### Layout detail, run 1

Region (44, 44) to (74, 74) um. Cells in gray, sequential cells in the stronger gray; small squares are vias.
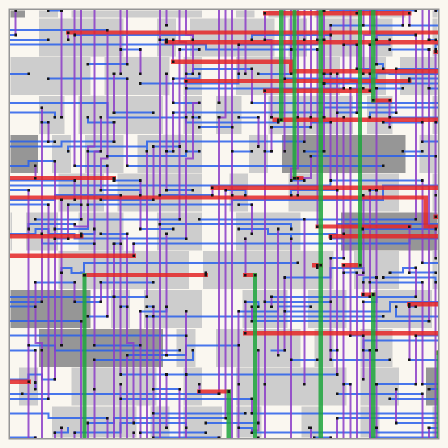
### Wiring heat map, run 1

Scale: 2 px per um. The die is cut into 24 by 24 equal tiles; dark purple is low, yellow is high, scaled to the fullest tile. Values are wire area over tile area, all layers added.
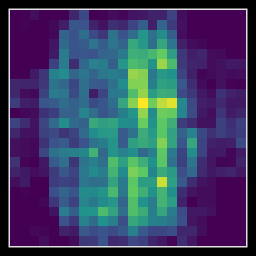
### Wiring by layer, run 1

Scale: 3 px per um. Only two layers are drawn.
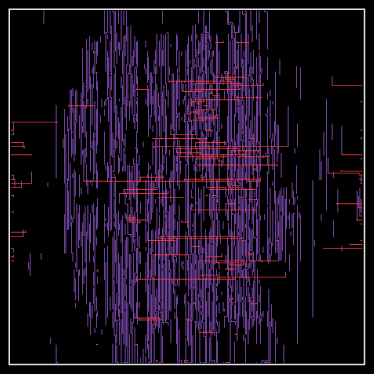
### Cell outlines without signal wires, run 1

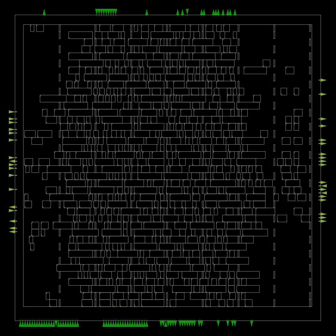
[config.mk]
export PLATFORM = sky130hd
export DESIGN_NAME = bbox_pixel_scanner_flat
export DESIGN_NICKNAME = d
export VERILOG_FILES = /design/src/rtl/bbox_pkg.sv /design/src/rtl/bbox_pixel_scanner_if.sv /design/src/rtl/bbox_axis_counter.sv /design/src/rtl/bbox_pixel_scanner.sv /design/src/flat_wrapper.sv
export SDC_FILE = /design/constraint.sdc
export NUM_CORES = 1
export LEC_CHECK = 0
export CELL_PAD_IN_SITES_DETAIL_PLACEMENT = 1
export CELL_PAD_IN_SITES_GLOBAL_PLACEMENT = 1
export CORE_MARGIN = 3
export CORE_UTILIZATION = 28
export DETAILED_ROUTE_END_ITERATION = 12
export GPL_ROUTABILITY_DRIVEN = 0
export GPL_TIMING_DRIVEN = 0
export PLACE_DENSITY = 0.82
export RECOVER_POWER = 100
export SLEW_MARGIN = 20
export SYNTH_ARGS = -nofsm -noshare
export SYNTH_HDL_FRONTEND = slang
export SYNTH_SLANG_ARGS = --single-unit
[constraint.sdc]
create_clock -name clk -period 1.9 [get_ports clk]
set_input_delay 0.38 -clock clk [delete_from_list [all_inputs] [get_ports clk]]
set_output_delay 0.38 -clock clk [all_outputs]
set_load 0.05 [all_outputs]
[src/rtl/bbox_pkg.sv]
// Shared constants, scan-state encoding and fixed-point helpers for the bounding-box pixel scanner.
package bbox_pkg;

    localparam int COORD_W   = 16;
    localparam int FRAC_BITS = 6;
    localparam int PIX_W     = COORD_W - FRAC_BITS;

    typedef enum logic [1:0] {
        IDLE,
        SCAN,
        DONE
    } scan_state_t;

    // Inputs arrive pre-rounded, so the fraction is simply dropped.
    function automatic logic [PIX_W-1:0] to_pix(input logic [COORD_W-1:0] coord);
        return PIX_W'(coord >> FRAC_BITS);
    endfunction

    function automatic logic [COORD_W-1:0] to_sample(input logic [PIX_W-1:0] pix);
        return {pix, 1'b1, {(FRAC_BITS-1){1'b0}}};
    endfunction

endpackage

[src/rtl/bbox_pixel_scanner_if.sv]
// Bounding-box handoff channel: one Q10.6 box per valid/ready handshake from the bounding-box stage.
interface bbox_pixel_scanner_if;
    import bbox_pkg::*;

    logic [COORD_W-1:0] xmin;
    logic [COORD_W-1:0] xmax;
    logic [COORD_W-1:0] ymin;
    logic [COORD_W-1:0] ymax;
    logic               box_valid;
    logic               box_ready;

    modport master (output xmin, xmax, ymin, ymax, box_valid, input box_ready);
    modport slave  (input xmin, xmax, ymin, ymax, box_valid, output box_ready);

endinterface

[src/rtl/bbox_axis_counter.sv]
// One scan axis: loads [min,max] at box accept, then steps and reloads min after reaching max.
module bbox_axis_counter
    import bbox_pkg::*;
(
    input  logic             clk,
    input  logic             rst,
    input  logic             load,
    input  logic [PIX_W-1:0] load_min,
    input  logic [PIX_W-1:0] load_max,
    input  logic             step,
    output logic [PIX_W-1:0] value,
    output logic             at_max
);

    logic [PIX_W-1:0] min_q;
    logic [PIX_W-1:0] max_q;

    // NOTE: sequential state uses non-blocking assignments so every register samples pre-edge values.
    always_ff @(posedge clk) begin
        if (rst) begin
            value <= '0;
            min_q <= '0;
            max_q <= '0;
        end else if (load) begin
            value <= load_min;
            min_q <= load_min;
            max_q <= load_max;
        end else if (step) begin
            value <= at_max ? min_q : value + PIX_W'(1);
        end
    end

    // Compared before any increment, so a max of all-ones never overflows.
    assign at_max = (value == max_q);

endmodule

[src/rtl/bbox_pixel_scanner.sv]
// Walks every integer pixel of an accepted bounding box in row-major order, one pixel per handshake.
// Define BBOX_CLIP_EN to clamp each box to the SCREEN_W x SCREEN_H screen at accept time.
module bbox_pixel_scanner
    import bbox_pkg::*;
#(
    parameter int SCREEN_W = 640,
    parameter int SCREEN_H = 480
) (
    input  logic               clk,
    input  logic               rst,
    bbox_pixel_scanner_if.slave box,
    output logic [PIX_W-1:0]   pix_x,
    output logic [PIX_W-1:0]   pix_y,
    output logic [COORD_W-1:0] pix_sx,
    output logic [COORD_W-1:0] pix_sy,
    output logic               pix_valid,
    input  logic               pix_ready,
    output logic               pix_last,
    output logic               scan_done
);

    if (SCREEN_W < 1 || SCREEN_W > (1 << PIX_W) || SCREEN_H < 1 || SCREEN_H > (1 << PIX_W)) begin : g_bad_screen
        $error("bbox_pixel_scanner: screen size does not fit the pixel coordinate width");
    end

    scan_state_t      state;
    logic             box_ready_q;
    logic             pix_valid_q;
    logic             scan_done_q;
    logic [PIX_W-1:0] xmin_pix, xmax_pix, ymin_pix, ymax_pix;
    logic [PIX_W-1:0] xmax_eff, ymax_eff;
    logic [PIX_W-1:0] x_val, y_val;
    logic             x_at_max, y_at_max;
    logic             box_accept, box_empty, pix_fire, at_last;

    assign xmin_pix = to_pix(box.xmin);
    assign xmax_pix = to_pix(box.xmax);
    assign ymin_pix = to_pix(box.ymin);
    assign ymax_pix = to_pix(box.ymax);

`ifdef BBOX_CLIP_EN
    localparam logic [PIX_W-1:0] X_LIMIT = PIX_W'(SCREEN_W - 1);
    localparam logic [PIX_W-1:0] Y_LIMIT = PIX_W'(SCREEN_H - 1);

    // A box starting off-screen ends up with min > clamped max and is treated as empty.
    assign xmax_eff = (xmax_pix > X_LIMIT) ? X_LIMIT : xmax_pix;
    assign ymax_eff = (ymax_pix > Y_LIMIT) ? Y_LIMIT : ymax_pix;
`else
    assign xmax_eff = xmax_pix;
    assign ymax_eff = ymax_pix;
`endif

    assign box_accept = box.box_valid & box_ready_q & (state == IDLE);
    assign box_empty  = (xmin_pix > xmax_eff) | (ymin_pix > ymax_eff);
    assign pix_fire   = pix_valid_q & pix_ready;
    assign at_last    = x_at_max & y_at_max;

    bbox_axis_counter u_x_counter (
        .clk      (clk),
        .rst      (rst),
        .load     (box_accept),
        .load_min (xmin_pix),
        .load_max (xmax_eff),
        .step     (pix_fire & ~at_last),
        .value    (x_val),
        .at_max   (x_at_max)
    );

    bbox_axis_counter u_y_counter (
        .clk      (clk),
        .rst      (rst),
        .load     (box_accept),
        .load_min (ymin_pix),
        .load_max (ymax_eff),
        .step     (pix_fire & x_at_max & ~y_at_max),
        .value    (y_val),
        .at_max   (y_at_max)
    );

    always_ff @(posedge clk) begin
        if (rst) begin
            state       <= IDLE;
            box_ready_q <= 1'b0;
            pix_valid_q <= 1'b0;
            scan_done_q <= 1'b0;
        end else begin
            scan_done_q <= 1'b0;
            unique case (state)
                IDLE: begin
                    if (box_accept) begin
                        box_ready_q <= 1'b0;
                        if (box_empty) begin
                            state       <= DONE;
                            scan_done_q <= 1'b1;
                        end else begin
                            state       <= SCAN;
                            pix_valid_q <= 1'b1;
                        end
                    end else begin
                        box_ready_q <= 1'b1;
                    end
                end
                SCAN: begin
                    if (pix_fire && at_last) begin
                        state       <= DONE;
                        pix_valid_q <= 1'b0;
                        scan_done_q <= 1'b1;
                    end
                end
                DONE: begin
                    state       <= IDLE;
                    box_ready_q <= 1'b1;
                end
                default: state <= IDLE;
            endcase
        end
    end

    assign box.box_ready = box_ready_q;
    assign pix_valid     = pix_valid_q;
    assign scan_done     = scan_done_q;
    assign pix_last      = pix_valid_q & at_last;
    assign pix_x         = x_val;
    assign pix_y         = y_val;
    // Sample points read as zero when no pixel is offered, matching the reset state.
    assign pix_sx        = pix_valid_q ? to_sample(x_val) : '0;
    assign pix_sy        = pix_valid_q ? to_sample(y_val) : '0;

endmodule

[src/flat_wrapper.sv]
// flat-port wrapper written by rule: the top's interface ports become plain ports
module bbox_pixel_scanner_flat import bbox_pkg::*;
#(
    parameter int SCREEN_W = 640,
    parameter int SCREEN_H = 480
)
  (clk, rst, pix_x, pix_y, pix_sx, pix_sy, pix_valid, pix_ready, pix_last, scan_done, box_xmin, box_xmax, box_ymin, box_ymax, box_box_valid, box_box_ready);
  bbox_pixel_scanner_if box_i ();
  input  logic clk;
  input  logic rst;
  output logic [PIX_W-1:0] pix_x;
  output logic [PIX_W-1:0] pix_y;
  output logic [COORD_W-1:0] pix_sx;
  output logic [COORD_W-1:0] pix_sy;
  output logic pix_valid;
  input  logic pix_ready;
  output logic pix_last;
  output logic scan_done;
  input wire logic [$bits(box_i.xmin)-1:0] box_xmin;
  input wire logic [$bits(box_i.xmax)-1:0] box_xmax;
  input wire logic [$bits(box_i.ymin)-1:0] box_ymin;
  input wire logic [$bits(box_i.ymax)-1:0] box_ymax;
  input wire logic [$bits(box_i.box_valid)-1:0] box_box_valid;
  output wire logic [$bits(box_i.box_ready)-1:0] box_box_ready;
  assign box_i.xmin = box_xmin;
  assign box_i.xmax = box_xmax;
  assign box_i.ymin = box_ymin;
  assign box_i.ymax = box_ymax;
  assign box_i.box_valid = box_box_valid;
  assign box_box_ready = box_i.box_ready;
  bbox_pixel_scanner #(.SCREEN_W(SCREEN_W), .SCREEN_H(SCREEN_H)) u_core (.clk(clk), .rst(rst), .box(box_i), .pix_x(pix_x), .pix_y(pix_y), .pix_sx(pix_sx), .pix_sy(pix_sy), .pix_valid(pix_valid), .pix_ready(pix_ready), .pix_last(pix_last), .scan_done(scan_done));
endmodule
==> flow_summary.ini, run 1 <==
; flow metrics
[clocking]
numCtsBuffers = 5
post-cts-setup-buffers = 30
cts-htree-levels = 2
clock_insertion_delay_worst_skew_ps = 300
cts-root-buf = sky130_fd_sc_hd__clkbuf_16
cts_resized = 324
clkTransAtPathRegs_ps = 70
clock_sink_count = 56

[yosys]
topCellsByArea = sky130_fd_sc_hd__dfxtp_1, sky130_fd_sc_hd__nand2_1, sky130_fd_sc_hd__ha_1
xor_area_share_pct = 8.24
dominantRegCellSynth = sky130_fd_sc_hd__dfxtp_1
synth.yosys.num_cells = 458
adder_share_pct = 7.84
netlist.top_cell.by_area = sky130_fd_sc_hd__dfxtp_1
netlist_logic_family_top = simple AND/OR/NAND/NOR gates
common_cells = sky130_fd_sc_hd__nand2_1, sky130_fd_sc_hd__dfxtp_1, sky130_fd_sc_hd__a21oi_1
yosys.area.top_type_share_pct = 31.9
enable_flop_cells = 0
yosys-stat-area_sq_um = 3510
ys_seq_share_pct = 31.9
syn_avg_cell_area_sq_um = 7.66
muxShareOfSynthArea_pct = 0.321
yosysMostFrequentCell = sky130_fd_sc_hd__nand2_1
postSynthCellCount = 458
synth.distinct_cells = 49
ys_async_sr_fraction_pct = 0
simple_gate_share_pct = 25.7
post_synthesis_share_of_cell_area_spent_on_and_or_and_or_and_gates_pct = 16.6
ys_seq_elements = 56

[final_timing]
finClkSkew_ps = 8.72
setup_violations = 22
finalClockPeriodUsage_pct = 117
max_slew_margin_pct = 40.2
fmax_mhz = 450
hold_viol_final = 0
post-route-worst-setup-slack_ps = -322
tightestPinTransition_ps = 897
min_period_ps = 2220

[drt]
drc_errors = 0
wl_um = 17100
dr_total_vias = 4100
routed-wl-met2_um = 8800
m1WireLength_um = 6690
dr.pass1.iters = 6
routed.top_layer = met4
ant_nets = 0
met3RoutedLength_um = 902
routed_wire_length_per_instance_um = 22.5

[layout]
numSequentialCells = 56
final_layout_top_logic_cells = sky130_fd_sc_hd__nand2_1, sky130_fd_sc_hd__buf_4, sky130_fd_sc_hd__a21oi_1
n_all_inverters = 27
final_layout_top_logic_cell = sky130_fd_sc_hd__nand2_1
comb_area_share_pct = 49.2
layout-drive-gt1-share_pct = 46.7
num-nonclk-buffers = 163
clk_share_pct = 2.54
layout.clock_buffers = 7
comb_gates = 341
seq-cell-share_pct = 20.5
seqCellArea_sq_um = 1200
logic_area_sq_um = 2890
largest_class = logic gates
final-nonclk-buf-share_pct = 22.3

[die]
die-area_sq_um = 13900
chipWidth_um = 118
ioPinCount = 124
chipHeight_um = 118
well_tap_count = 168

[pwr]
power_clock_uw = 982
power_combinational_mw = 2.14
power_dissipated_by_switching_net_loads_mw = 1.87
seqPwrFrac_pct = 31.5
dominant_power_group = combinational cells
power_leakage_nw = 2.40
total_power_mw = 4.55
comb_power_share_pct = 47.0
power.clock.fraction_pct = 21.6
internal_power_mw = 2.68
p_seq_mw = 1.43

[global_routing]
global_route.peak_usage_layer = met2
gr-usage-met2_pct = 39.7
grt_pass1_wl_um = 24300
track_usage_pct = 22.0
use_met3_pct = 2.79
grt_overflow = 0
largest_net_degree_at_the_start_of_global_routing = 17
vias_in_the_first_global_route = 4303
antenna_violations_before_repair = 0

[worst_setup_path]
critical_path.top_delay_family = simple AND/OR/NAND/NOR gates
setup.worst_path.class = flop to output port
arrival_ps = 1840
slowest_delay_ps = 410
cp-start-kind = flop
critical_path_peak_fanout = 2
setup.worst_path.end_class = output port

[outcome]
violations = setup timing
status = finished, violations left

[flow_run]
max_cap_violations = 0

[place]
dp_hpwl_um = 10200
dp_worst_setup_slack_ps = -1130
portBuffers = 88
## Picture notes: 'Layout detail'
layer	color
M4	green
M1	blue
M2	purple
M3	red
cells with their middle in the window	59
most frequent	clkbuf_1 (8), nand2_1 (5), buf_4 (5)
netlist names of flops here include	`u_core.u_x_counter.value` (2)
sequential cells in the window	4

## Picture notes: 'Wiring heat map'
mean over tiles	0.20
emptiest ninth of the die	upper right
densest ninth of the die	center
nearly empty tiles	21%
tiles over half the peak	17%
fullest tile	0.80

## Picture notes: 'Wiring by layer'
layer	color	wire length
M3	red	902 um
M2	purple	8800 um

## Picture notes: 'Cell outlines without signal wires'
FP Rows: 40
Core Area: 12100 sq um
Filler Cell Count: 1458

run 1: per-stage QoR:
stage	TNS, ps	cells	utilization [%]	hold WS, ps	cell area [sq um]
floorplan	-467	467	-	433	3670
global placement	-34530	723	39.3	438	4760
detailed placement	-40540	723	39.3	450	4760
CTS	-1130	760	45.9	339	5560
global route	-6180	763	48.4	333	5860
finish	-4150	763	48.4	322	5860
run 1: final timing paths:
check	startpoint	depth (start not counted)	endpoint	slack, ps
min reg2reg	u_core.u_x_counter.min_q[9]	2	u_core.u_x_counter.min_q[9]	460
max	u_core.u_y_counter.max_q[4]	6	pix_last	-320
min	box_ymax[14]	3	u_core.u_y_counter.max_q[8]	320
max reg2reg	u_core.u_y_counter.max_q[4]	9	u_core.u_x_counter.value[6]	-300
==> run 2, diff against run 1 <==
- CORE_UTILIZATION: 28 -> 29
- PLACE_DENSITY: 0.82 -> 0.84
==> run 2 against run 1 <==
  * First-iteration DRC count fell by 0.79%
  * Routed wire length rose by 5.3%
  * The flow still finishes with violations (setup timing)
  * Via count rose by 1.7%
  * Synthesized area did not move
  * Clock skew fell by 3.0 ps
  * Synthesized cell count did not move
  * Clock power rose by 9%
  * Combinational power rose by 2%
  * Count of clock-buffer cells in the layout did not move
==> flow_summary.ini, run 2 <==
; flow metrics
[clocking]
post-cts-setup-buffers = 18
clock_insertion_delay_worst_skew_ps = 310
clkTransAtPathRegs_ps = 80
cts_resized = 274
clock_sink_count = 56
cts-root-buf = sky130_fd_sc_hd__clkbuf_16

[die]
die-area_sq_um = 13500
ioPinCount = 124
well_tap_count = 143
chipHeight_um = 116

[layout]
final_layout_top_logic_cell = sky130_fd_sc_hd__nand2_1
fin_cells = 741
seqCellArea_sq_um = 1200
seq-cell-share_pct = 21.0
layout-drive-gt1-share_pct = 43.6
logic_area_sq_um = 2840
comb_gates = 341

[pwr]
power_combinational_mw = 2.19
power_leakage_nw = 2.32
power_clock_mw = 1.07
power_dissipated_by_switching_net_loads_mw = 1.93
seqPwrFrac_pct = 31.0
internal_power_mw = 2.79
comb_power_share_pct = 46.3
total_power_mw = 4.72
dominant_power_group = combinational cells

[worst_setup_path]
cp-endpoint = u_core.u_x_counter.value[6]
slowest_delay_ps = 350
arrival_ps = 2550
reg2regPathDepth = 10
critical_path.top_delay_family = AND-OR/OR-AND gates

[global_routing]
grt_overflow = 0
global_route.peak_usage_layer = met2
largest_net_degree_at_the_start_of_global_routing = 17
vias_in_the_first_global_route = 4233
grt_pass1_wl_um = 22600

[yosys]
ys_seq_elements = 56
netlist_logic_family_top = simple AND/OR/NAND/NOR gates
yosys-stat-area_sq_um = 3510
postSynthCellCount = 458
yosysMostFrequentCell = sky130_fd_sc_hd__nand2_1
topCellsByArea = sky130_fd_sc_hd__dfxtp_1, sky130_fd_sc_hd__nand2_1, sky130_fd_sc_hd__ha_1
muxShareOfSynthArea_pct = 0.321
post_synthesis_share_of_cell_area_spent_on_and_or_and_or_and_gates_pct = 16.6
ys_async_sr_fraction_pct = 0
adder_share_pct = 7.84
ys_seq_share_pct = 31.9
simple_gate_share_pct = 25.7
syn_avg_cell_area_sq_um = 7.66

[worst_hold_path]
min-delay-start = box_ymax[9]
hold-path-cell-count = 3
hold_path_end = u_core.u_y_counter.max_q[3]

[drt]
met3RoutedLength_um = 1100
routed.top_layer = met4
ant_nets = 0
drc_errors = 0
m1WireLength_um = 6850
routed_wire_length_per_instance_um = 24.3

[place]
dp.cells = 698
dp_hpwl_um = 10200
dpl_cell_area_sq_um = 4730
portBuffers = 88

[final_timing]
hold_viol_final = 0
setup_violations = 41
post-route-worst-setup-slack_ps = -460
finalClockPeriodUsage_pct = 124
tightestPinTransition_ps = 831
finClkSkew_ps = 5.73

[outcome]
status = finished, violations left
violations = setup timing
## run 2: cell types whose count changed in the layout (fill, tap and decap cells not counted), moves of 5 or more
cell,before,now
sky130_fd_sc_hd__inv_1,9,14
sky130_fd_sc_hd__xnor2_4,0,5
sky130_fd_sc_hd__a311oi_1,1,6
sky130_fd_sc_hd__buf_6,29,15
sky130_fd_sc_hd__buf_4,45,37
sky130_fd_sc_hd__clkbuf_2,8,14
sky130_fd_sc_hd__a311oi_2,8,3
sky130_fd_sc_hd__xnor2_2,10,5
sky130_fd_sc_hd__buf_2,25,39
sky130_fd_sc_hd__dlygate4sd2_1,24,18
## run 2: metrics by stage
stage	hold WS, ps	setup slack (ps)
2_1_floorplan	433	-106
3_5_place_dp	453	-984
5_1_grt	344	-509
4_1_cts	342	-345
6_report	319	-460
3_3_place_gp	438	-978
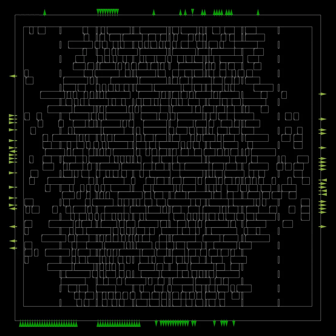
*Cell outlines without signal wires, run 2*
Filler Cell Count: 1339
Core Util, Final: 49.3%
count of sequential standard cells: 56

Power and IR drop assume default switching activity.
